Design sq_lut_arbiter, sky130hd; sources not shown.
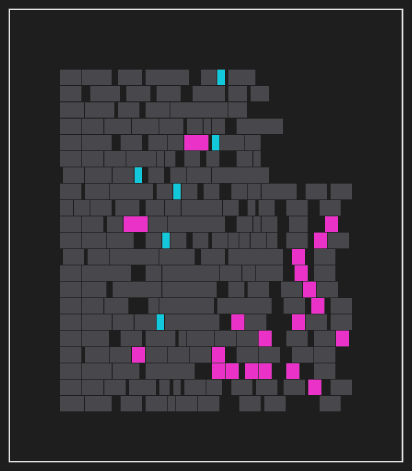
run_1/gates.png
Drawn at 6 px/um.
and/or cells: marked magenta, cells 20, most used and2_1. inv cells: marked cyan, cells 6, most used inv_1.
post-route insts no fill: 243
logic share of the area: 0.349
most frequent logic cell in the layout: clkdlybuf4s50_1

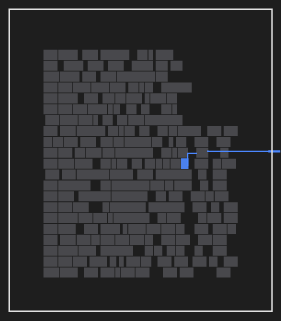
run_1/port_trees.png
Drawn at 4 px/um.
`busy`: marked blue, bits 1, direction output, edge right, end cells 1, buffers 1, wire 20.9 um.
io pins: 91
# port buffers: 90

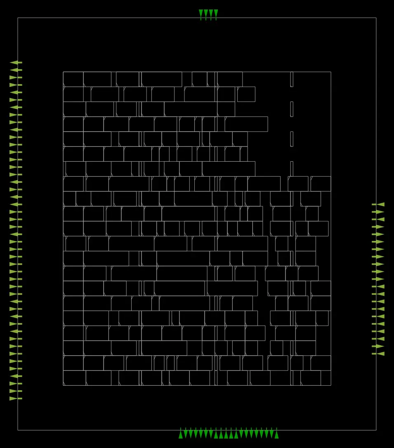
run_1/placed.png
flop share of the area: 0.0814
tap cells: 34
final design utilization: 0.783

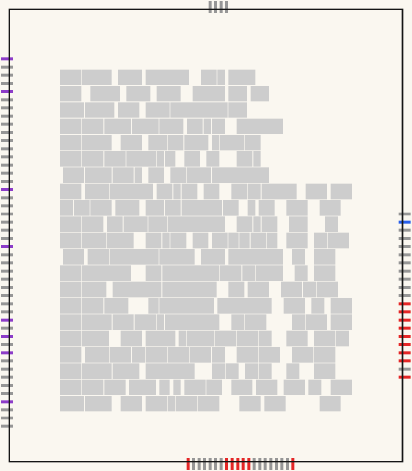
run_1/pinout.png
Drawn at 6 px/um. Pins as bars across the die edge, other pins in grey.
`busy`: marked blue, pins 1, direction output, edge right. `lut_pixel`: marked purple, pins 8, direction output, edge left. `lut_square`: marked red, pins 16, direction input, edge 9 right, 7 bottom.
All pins by edge: 46 left, 21 right, 20 bottom, 4 top.
die width: 65.3 um
Die H: 75.1 um

==> job_summary.md, run 1 <==
### Yosys + OpenROAD results

| Metric | Value |
|---|---|
| ANT cells | `0` |
| Power Internal | `0.748 mW` |
| Overall Power | `1.22 mW` |
| XOR/XNOR Area Share | `0` |
| Vias in the first global route | `1475` |
| Final WS setup | `-330 ps` |
| Clk sink count | `7` |
| Setup violators final | `12` |
| CTS Buf Count | `3` |
| Largest net degree at the start of global routing | `22` |
| Switching share of total power | `0.385` |
| Crit-path slowest cell | `dfrtp_2` |
| Comb pwr | `0.884 mW` |
| GRT overflow | `0` |
| Clock root cell | `clkbuf_4` |
| Simple share | `0.315` |
| Status | `finished, violations left` |
| Yosys Chip Area | `787 um2` |
| Fillers | `179` |
| Final HPWL DP | `3.08 mm` |
| Setup CP Type | `flip-flop to output port` |
| First-pass GRT wire length | `6.53 mm` |
| Max Cap Viol | `0` |
| Violated checks | `negative setup slack` |
| H-tree depth | `1` |
| CP max stage delay | `440 ps` |
| Final instance area | `2180 um2` |
| Yosys reg bits | `7` |
| Initial drt markers | `30` |
| Combinational group share of total power | `0.726` |
| Number of cells on the worst reg-to-reg path | `6` |
| Synth Area in Adders | `0` |
| Mapped cell area | `787 um2` |
| Leakage | `0.953 nW` |
| FF-to-FF setup slack | `180 ps` |
| Sw Pwr | `0.469 mW` |
| CP required | `1640 ps` |
| Vias post-DR | `1212` |
| Setup TNS | `-2970 ps` |
| Post-synthesis async set-or-reset flop share | `1.00` |
| Hold-fix buffers, CTS | `0` |
| Share of cells above drive strength 1 | `0.368` |
| Crit-path cells | `mux2_4 -> o221ai_4 -> buf_12 -> mux2i_1 -> o22ai_2 -> buf_6` |
| Top pwr grp | `combinational logic` |
| Number of enable flip-flop cells | `0` |
| Gr usage total | `0.173` |
| Max FO, Critical Path | `7` |
-- run 1: final cells by class --
cell class / count / area [um2] / area share
timing repair buffer: 117 / 1150 / 0.528
multi-input combinational: 75 / 761 / 0.349
sequential: 7 / 178 / 0.0814
tap: 34 / 42.5 / 0.0195
clock buffer: 4 / 26.3 / 0.0120
inverter: 6 / 22.5 / 0.0103
-- run 1: what timing repair did --
action | 4_1_cts | 5_1_grt
pin swaps | 5 | 8
gates resized | 88 | 32
endpoints found under the setup margin | 34 | 27
buffers inserted | 6 | 2
gates cloned | 1 | 0
-- run 1: routing by layer --
layer | global-route usage | part of all wire
met1 | 0.148 | 0.34
met2 | 0.310 | 0.50
met3 | 0.0997 | 0.13
met4 | 0.0995 | 0.021
met5 | 0 | 0
==> run 2, diff against run 1 <==
--- a/config.mk
+++ b/config.mk
@@ -12,7 +12,8 @@
 export CTS_CLUSTER_DIAMETER = 30
 export CTS_CLUSTER_SIZE = 14
 export DETAILED_ROUTE_END_ITERATION = 16
-export PLACE_DENSITY = 0.84
+export GPL_ROUTABILITY_DRIVEN = 0
+export PLACE_DENSITY = 0.91
 export SYNTH_ARGS = -nofsm -noshare
 export SYNTH_HDL_FRONTEND = slang
 export SYNTH_SLANG_ARGS = --single-unit
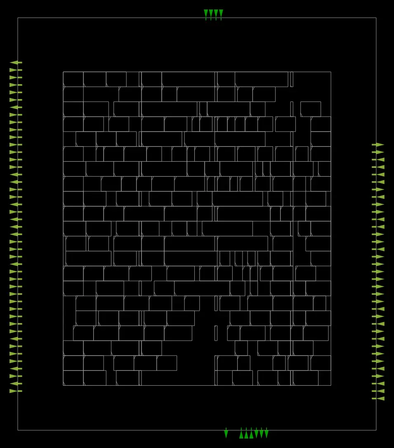
run_2/placed.png
final design utilization: 0.802
flop count: 7
flop share of the area: 0.0795

==> job_summary.md, run 2 <==
### Yosys + OpenROAD results

| Metric | Value |
|---|---|
| Setup violators final | `13 (+1)` |
| Number of enable flip-flop cells | `0 (unchanged)` |
| Status | `finished, violations left` |
| Clock root cell | `clkbuf_4` |
| Dpl cells | `226` |
| Tmin final | `2500 ps` |
| Mapped cell area | `787 um2 (unchanged)` |
| Post-synthesis async set-or-reset flop share | `1.00 (unchanged)` |
| Clk sink count | `7 (unchanged)` |
| Top Layout Cells | `clkdlybuf4s50_1 (65), buf_6 (20), and2_1 (16)` |
| Yosys top cell by area | `dfrtp_1` |
| Wl on met1 | `1.85 mm (+25%)` |
| Max layer used | `met4` |
| # port buffers | `90 (unchanged)` |
| ANT cells | `0 (unchanged)` |
| Initial drt markers | `40 (+33%)` |
| Number of cells on the worst reg-to-reg path | `8 (+2)` |
| Simple share | `0.315 (unchanged)` |
| Violated checks | `negative setup slack` |
| Vias post-DR | `1210 (-0.17%)` |
| Yosys Chip Area | `787 um2 (unchanged)` |
| CP required | `1640 ps (about the same)` |
| Worst-case clock buffer depth | `2` |
| Final WS setup | `-453 ps (-123 ps)` |
| Synth Area in Adders | `0 (unchanged)` |
| Yosys reg bits | `7 (unchanged)` |
| Setup TNS | `-4070 ps (-1090 ps)` |
| Die H | `75.1 um (unchanged)` |
| Main logic family | `simple AND/OR/NAND/NOR gates` |
| Largest net degree at the start of global routing | `22 (unchanged)` |
| Met2 WL | `2.18 mm (+1.6%)` |
| GR peak layer | `met2` |
| DIE AREA | `4910 um2` |
| Crit-path cells | `mux2_4 -> o221ai_4 -> buf_6 -> buf_16 -> mux2i_2 -> o22ai_2 -> buf_6` |
| First-pass GRT wire length | `6.31 mm (-3.3%)` |
| H-tree depth | `1 (unchanged)` |
| XOR/XNOR Area Share | `0 (unchanged)` |
| Initial antenna violation count | `0` |
| Die width | `65.3 um (unchanged)` |
| Met3 wire len | `541 um (-5.1%)` |
| Leakage | `1.06 nW (+11%)` |
| Max FO, Critical Path | `5 (-2)` |
| Logic area | `766 um2 (+0.66%)` |
| Drt wl/cell | `19.3 um` |
| GRT overflow | `0 (unchanged)` |
| Fillers | `162 (-9.5%)` |
| Crit-path slowest cell | `dfrtp_2` |
| Hold-fix buffers, CTS | `0 (unchanged)` |
| Io pins | `91 (unchanged)` |
| Most frequent logic cell in the layout | `clkdlybuf4s50_1` |
| Post-route insts no fill | `242 (-0.41%)` |
| CTS tree | `done` |
| CP max stage delay | `440 ps (about the same)` |
| Seq share, synth | `0.223` |
| Gr usage total | `0.168 (-0.00512)` |
| FF+latch area | `178 um2 (unchanged)` |
| Final HPWL DP | `3.08 mm (about the same)` |
| Grt met1 use | `0.150 (+0.00205)` |
| Overall Power | `1.28 mW (+5.2%)` |
| Yosys cell count | `94` |
| Vias in the first global route | `1365 (-7.5%)` |
| Share of cells above drive strength 1 | `0.361 (-0.00784)` |
| Setup CP Type | `flip-flop to output port` |
| GRT met2 Usage | `0.292 (-0.0175)` |
| CTS Buf Count | `3 (unchanged)` |
| Max Cap Viol | `0 (unchanged)` |
| FF-to-FF setup slack | `30 ps (-150 ps)` |
| Met3 GRT Util | `0.0908 (-0.00893)` |
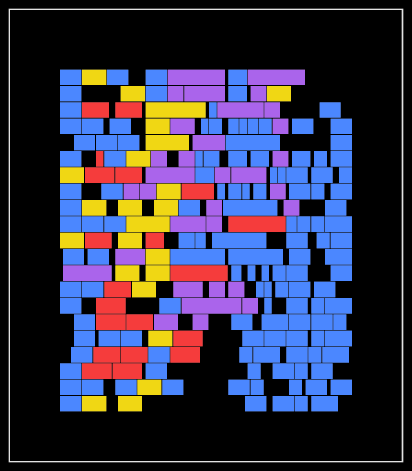
run_2/sizing.png
Drawn at 6 px/um.
x1 and smaller: marked blue, cells 133, most used clkdlybuf4s50_1. x2: marked red, cells 20, most used o22ai_2. x3 and x4: marked purple, cells 32, most used buf_4. x6 and larger: marked yellow, cells 23, most used buf_6.
Signal buffers: 116
area grow syn2layout: 184%
Final WS setup: -453 ps
final instance area: 2230 um2

[run 2: cell counts after synthesis]
Identical to the previous run, type by type.
[run 2: area by class of cell]
| cell class | count | area share |
|---|---|---|
| Timing Repair Buffer | 116 | 0.537 |
| Multi-Input combinational cell | 75 | 0.343 |
| Sequential cell | 7 | 0.0795 |
| Tap cell | 34 | 0.0190 |
| Clock buffer | 4 | 0.0118 |
| Inverter | 6 | 0.0101 |
[run 2: report_power, final]
part           leakage [nW]  total [mW]  switching [mW]  internal, mW
clock                0.0150       0.134          0.0589        0.0748
combinational         0.956       0.948           0.401         0.547
sequential           0.0843       0.198          0.0318         0.166
total                  1.06        1.28           0.492         0.788
[run 2: what timing repair did]
item	CTS	global route
setup endpoints to repair	34	18
resized	92	36
buffers inserted	10	3
gates cloned	3	0
pin swaps	9	6
Power and IR drop assume default switching activity.
